Fig. 1: PDN straps and rails
Scale: 3 px per micron. Pins as bars on the die edge. Tap cells in gray.
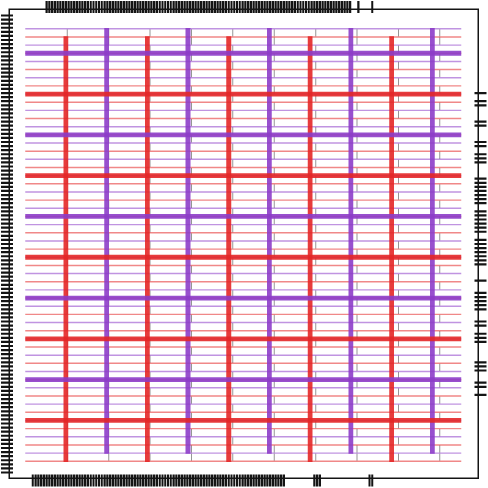
Fig. 2: cells colored by class
Scale: 3 px per micron. Fill, decap, tap and diode cells in gray.
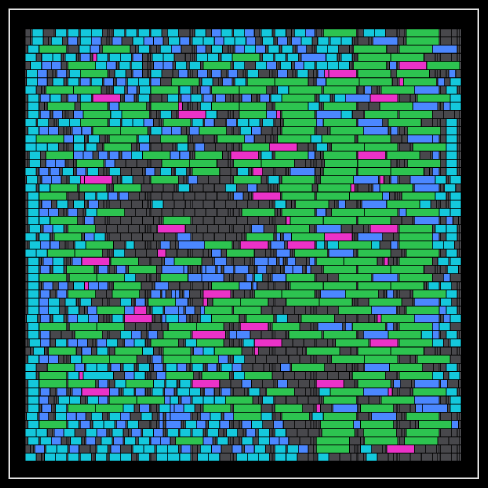
Fig. 3: clock wires, drivers and flops
Scale: 2 px per micron.
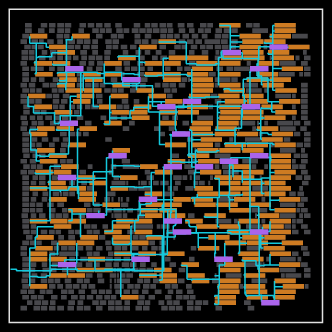
**src/rtl/fma_ctrl_pkg.sv**
```systemverilog
// Shared types for the FMA issue arbiter: op encoding, in-flight tag, default sizing.
package fma_ctrl_pkg;

    localparam int DEF_WIDTH      = 32;
    localparam int DEF_LATENCY    = 4;
    localparam int DEF_FIFO_DEPTH = 4;

    typedef enum logic [1:0] {
        FMADD  = 2'd0,
        FMSUB  = 2'd1,
        FNMADD = 2'd2,
        FNMSUB = 2'd3
    } fma_op_e;

    typedef struct packed {
        logic valid;
        logic id;
    } fma_tag_t;

endpackage

```
**src/rtl/fma_rsp_fifo.sv**
```systemverilog
// Result buffer: synchronous FIFO, registered count, write visible one cycle after push.
// Push is dropped when full, pop is ignored when empty; push and pop may coincide at any level.
module fma_rsp_fifo #(
    parameter int WIDTH = 33,
    parameter int DEPTH = 4
) (
    input  logic                     clk,
    input  logic                     rst_n,
    input  logic                     push_vld_i,
    input  logic [WIDTH-1:0]         push_dat_i,
    input  logic                     pop_rdy_i,
    output logic [WIDTH-1:0]         pop_dat_o,
    output logic                     full_o,
    output logic                     empty_o,
    output logic [$clog2(DEPTH):0]   count_o
);
    localparam int AW = $clog2(DEPTH);

    logic [WIDTH-1:0] mem_q [DEPTH];
    logic [AW-1:0]    wr_ptr_q, rd_ptr_q;
    logic [AW:0]      cnt_q, cnt_d;
    logic             push_en, pop_en;

    assign full_o  = (cnt_q == (AW+1)'(DEPTH));
    assign empty_o = (cnt_q == '0);
    assign count_o = cnt_q;
    assign push_en = push_vld_i && !full_o;
    assign pop_en  = pop_rdy_i && !empty_o;

    // Output is forced to zero while empty so stale entries never leak out.
    assign pop_dat_o = empty_o ? '0 : mem_q[rd_ptr_q];

    always_comb begin
        cnt_d = cnt_q;
        if (push_en && !pop_en) cnt_d = cnt_q + 1'b1;
        else if (pop_en && !push_en) cnt_d = cnt_q - 1'b1;
    end

    always_ff @(posedge clk or negedge rst_n) begin
        if (!rst_n) begin
            wr_ptr_q <= '0;
            rd_ptr_q <= '0;
            cnt_q    <= '0;
        end else begin
            if (push_en) wr_ptr_q <= wr_ptr_q + 1'b1;
            if (pop_en)  rd_ptr_q <= rd_ptr_q + 1'b1;
            cnt_q <= cnt_d;
        end
    end

    always_ff @(posedge clk) begin
        if (push_en) mem_q[wr_ptr_q] <= push_dat_i;
    end

endmodule

```
**src/rtl/fma_issue_arbiter.sv**
```systemverilog
// Two-requester round-robin issue into a fixed-latency FMA datapath; response after >= LATENCY+2 cycles.
// Credit-gated: req_ready only while in-flight plus buffered results fit the FIFO; optional FMA_ARB_PERF_EN counters.
module fma_issue_arbiter
    import fma_ctrl_pkg::*;
#(
    parameter int WIDTH      = DEF_WIDTH,
    parameter int LATENCY    = DEF_LATENCY,
    parameter int FIFO_DEPTH = DEF_FIFO_DEPTH
) (
    input  logic               clk,
    input  logic               rst_n,
    input  logic [1:0]         req_valid,
    output logic [1:0]         req_ready,
    input  logic [2*WIDTH-1:0] req_a,
    input  logic [2*WIDTH-1:0] req_b,
    input  logic [2*WIDTH-1:0] req_c,
    input  logic [3:0]         req_op,
    output logic               dp_valid,
    output logic [WIDTH-1:0]   dp_a,
    output logic [WIDTH-1:0]   dp_b,
    output logic [WIDTH-1:0]   dp_c,
    output logic [1:0]         dp_op,
    input  logic               dp_res_valid,
    input  logic [WIDTH-1:0]   dp_res,
    output logic               rsp_valid,
    input  logic               rsp_ready,
    output logic               rsp_id,
    output logic [WIDTH-1:0]   rsp_res,
    output logic               err_orphan
`ifdef FMA_ARB_PERF_EN
    ,
    output logic [31:0]        issue_cnt,
    output logic [31:0]        stall_cnt
`endif
);
    localparam int IW = $clog2(LATENCY+2);
    localparam int CW = $clog2(FIFO_DEPTH)+1;

    logic             ptr_q, ptr_d, sel, accept, credit_ok;
    logic [31:0]      occ;
    logic [IW-1:0]    inflight_q, inflight_d;
    logic             dp_valid_q, dp_id_q;
    logic [WIDTH-1:0] dp_a_q, dp_b_q, dp_c_q, sel_a, sel_b, sel_c;
    fma_op_e          dp_op_q, sel_op;
    fma_tag_t         tag_q [LATENCY];
    fma_tag_t         tail;
    logic             err_orphan_q, err_orphan_d;
    logic             fifo_push, fifo_full, fifo_empty;
    logic [CW-1:0]    fifo_cnt;
    logic [WIDTH:0]   fifo_dat;

    assign tail = tag_q[LATENCY-1];

    always_comb begin
        occ       = 32'(inflight_q) + 32'(fifo_cnt);
        // Gated by rst_n so req_ready drops the instant reset asserts.
        credit_ok = rst_n && (occ < 32'(FIFO_DEPTH));
        sel       = ptr_q;
        if (!req_valid[ptr_q] && req_valid[~ptr_q]) sel = ~ptr_q;
        req_ready      = 2'b00;
        req_ready[sel] = credit_ok;
        accept    = |(req_valid & req_ready);
        ptr_d     = accept ? ~sel : ptr_q;
        sel_a     = sel ? req_a[WIDTH +: WIDTH] : req_a[0 +: WIDTH];
        sel_b     = sel ? req_b[WIDTH +: WIDTH] : req_b[0 +: WIDTH];
        sel_c     = sel ? req_c[WIDTH +: WIDTH] : req_c[0 +: WIDTH];
        sel_op    = fma_op_e'(sel ? req_op[3:2] : req_op[1:0]);
    end

    // Every issue leaves the pipe exactly once (written or dropped), so the tail retires it.
    assign inflight_d   = inflight_q + IW'(accept) - IW'(tail.valid);
    assign fifo_push    = tail.valid && dp_res_valid && !fifo_full;
    assign err_orphan_d = err_orphan_q || (tail.valid != dp_res_valid);

    always_ff @(posedge clk or negedge rst_n) begin
        if (!rst_n) begin
            ptr_q        <= 1'b0;
            inflight_q   <= '0;
            dp_valid_q   <= 1'b0;
            dp_id_q      <= 1'b0;
            dp_a_q       <= '0;
            dp_b_q       <= '0;
            dp_c_q       <= '0;
            dp_op_q      <= FMADD;
            err_orphan_q <= 1'b0;
            for (int i = 0; i < LATENCY; i++) tag_q[i] <= '0;
        end else begin
            ptr_q        <= ptr_d;
            inflight_q   <= inflight_d;
            dp_valid_q   <= accept;
            err_orphan_q <= err_orphan_d;
            if (accept) begin
                dp_id_q <= sel;
                dp_a_q  <= sel_a;
                dp_b_q  <= sel_b;
                dp_c_q  <= sel_c;
                dp_op_q <= sel_op;
            end
            // The tag enters as the op leaves for the datapath, so the tail aligns with dp_res_valid.
            tag_q[0] <= '{valid: dp_valid_q, id: dp_id_q};
            for (int i = 1; i < LATENCY; i++) tag_q[i] <= tag_q[i-1];
        end
    end

    fma_rsp_fifo #(
        .WIDTH (WIDTH+1),
        .DEPTH (FIFO_DEPTH)
    ) u_rsp_fifo (
        .clk        (clk),
        .rst_n      (rst_n),
        .push_vld_i (fifo_push),
        .push_dat_i ({tail.id, dp_res}),
        .pop_rdy_i  (rsp_ready),
        .pop_dat_o  (fifo_dat),
        .full_o     (fifo_full),
        .empty_o    (fifo_empty),
        .count_o    (fifo_cnt)
    );

    assign dp_valid   = dp_valid_q;
    assign dp_a       = dp_a_q;
    assign dp_b       = dp_b_q;
    assign dp_c       = dp_c_q;
    assign dp_op      = dp_op_q;
    assign rsp_valid  = !fifo_empty;
    assign rsp_id     = fifo_dat[WIDTH];
    assign rsp_res    = fifo_dat[WIDTH-1:0];
    assign err_orphan = err_orphan_q;

`ifdef FMA_ARB_PERF_EN
    logic [31:0] issue_cnt_q, stall_cnt_q;

    always_ff @(posedge clk or negedge rst_n) begin
        if (!rst_n) begin
            issue_cnt_q <= '0;
            stall_cnt_q <= '0;
        end else begin
            if (accept) issue_cnt_q <= issue_cnt_q + 32'd1;
            if ((|req_valid) && !accept) stall_cnt_q <= stall_cnt_q + 32'd1;
        end
    end

    assign issue_cnt = issue_cnt_q;
    assign stall_cnt = stall_cnt_q;
`endif

endmodule

```
**config.mk**
```make
export PLATFORM = sky130hd
export DESIGN_NAME = fma_issue_arbiter
export DESIGN_NICKNAME = d
export VERILOG_FILES = /design/src/rtl/fma_ctrl_pkg.sv /design/src/rtl/fma_rsp_fifo.sv /design/src/rtl/fma_issue_arbiter.sv
export SDC_FILE = /design/constraint.sdc
export NUM_CORES = 1
export LEC_CHECK = 0
export CORE_MARGIN = 5
export CORE_UTILIZATION = 49
export CTS_CLUSTER_SIZE = 30
export DETAILED_ROUTE_END_ITERATION = 16
export GPL_ROUTABILITY_DRIVEN = 0
export PLACE_DENSITY_LB_ADDON = 0.3
export SLEW_MARGIN = 25
export SYNTH_ARGS = -nofsm -noshare
export SYNTH_HDL_FRONTEND = slang
export SYNTH_SLANG_ARGS = --single-unit
```
**constraint.sdc**
```tcl
create_clock -name clk -period 6.35 [get_ports clk]
set_input_delay 0.9525 -clock clk [delete_from_list [all_inputs] [get_ports clk]]
set_output_delay 0.9525 -clock clk [all_outputs]
set_load 0.005 [all_outputs]
```
==> changes_impl.md <==
## Flow update

* Run status: finished clean
* Number of buffers inserted by post-CTS setup repair at 0
* Setup Skew at 18.8 ps
* Max-slew violation count at 0
* Count of placed standard cells including taps at 1221
* CP cell instances: buf_4 -> nor4b_4 -> nand2_4 -> buf_6 -> nor2_1 -> clkdlybuf4s50_1
* Routed metal-1 wire length at 11200 microns
* Reg-to-reg startpoint: u_rsp_fifo.count_o[2]
* Detailed-routing iteration count for the pre-antenna-repair pass at 4
* Core Area at 21000 sq um
* Slew headroom at 40.1%
* Post-Route Utilization at 71.6%
* Switching power of the nets at around 1900 uW
* Slack of the worst reg-to-reg path at 3980 ps
* Via count normalized by instance count at approximately 6
* Per-cell routed wire length at approximately 24 microns
* Yosys cell count at 637
* Met3 track demand over resource at 7.46%
* Leakage Power at 0.00534 uW
* Commonest non-fill, non-tap cell in the layout: clkdlybuf4s50_1
* Final setup TNS at 0 ps
* Seq cells post-synth at 252
* Biggest area cells: edfxtp_1 (38%), dfrtp_1 (29%), a32oi_1 (8.3%)
* Die Outline Area at 24300 sq um
* Cts bufs inserted at 25
* Leftover overflow at the end of global routing at 0
* Worst hold path depth at 0
* Distinct cell type count of the synthesized netlist at 27
* Standard-cell rows at approximately 53
* Start point of the worst hold path: tag_q[7]
* Achievable clock frequency at 248 MHz
* Final setup violating endpoints at 0
* Worst path max stage delay at between 500 and 600 ps
* Final cell area excluding filler cells at 15000 sq um
* Port Buffer Count at 369
* Post-route worst hold slack at 348 ps
* Routing layer with the top usage in global route: met2
* Via count of the first global-routing pass at ~8000
* Largest delay contributor family on the critical path: buffers and inverters
* Hold WC Path Type: register to register
* And+or+nand+nor area frac at 3.18%
* PnR Total Power at 6360 uW
* GRT Resource Usage Total at 24.2%
* Maximum vdd ir drop at 0.242 mV
* Maxcap violations at 0
* Final hold violation count at 0
Notes on Fig. 1 above:
red -> VSS
purple -> VDD
met5 straps = 10
tap cells = 275
signal pins = 370

Notes on Fig. 2 above:
magenta -> clock drivers and dummy loads  # cells 46, share of their area 5.1%
cyan -> remaining buffers and delay cells  # cells 377, share of their area 26%
blue -> remaining logic cells  # cells 318, share of their area 22%
green -> sequential cells  # cells 252, share of their area 48%

Notes on Fig. 3 above:
purple -> clock-net drivers  # count 25
orange -> flip-flops  # count 252
cyan -> clock wires  # length 2860 microns
flops lie = widely spread
routed clock nets = 26

final cells by class:
class	instances	area, sq um
clock inverters	8	72.6
inverters	9	33.8
flip-flops and latches	252	6970
multi-input cells	309	3120
repair buffers	377	3780
clock buffers	38	674
fillers	1428	5960
diodes	3	7.51
well taps	275	344
cell usage after synthesis:
cell,instances
mux4_2,33
buf_6,5
fa_1,2
or2_2,1
buf_4,2
clkbuf_1,26
edfxtp_1,132
o2bb2ai_1,99
a32oi_1,99
nor3_1,1
xnor2_1,6
nor4b_4,1
a21boi_0,1
mux2_2,2
nand2b_1,1
or3_1,1
inv_1,9
nand3b_1,1
nand2_1,2
buf_2,34
ha_1,10
xor2_1,2
a21boi_2,1
dfrtp_1,120
and2_1,37
nand3_1,3
nor2_1,6
Power figures rest on the tool's default switching activity, not on a simulated workload.
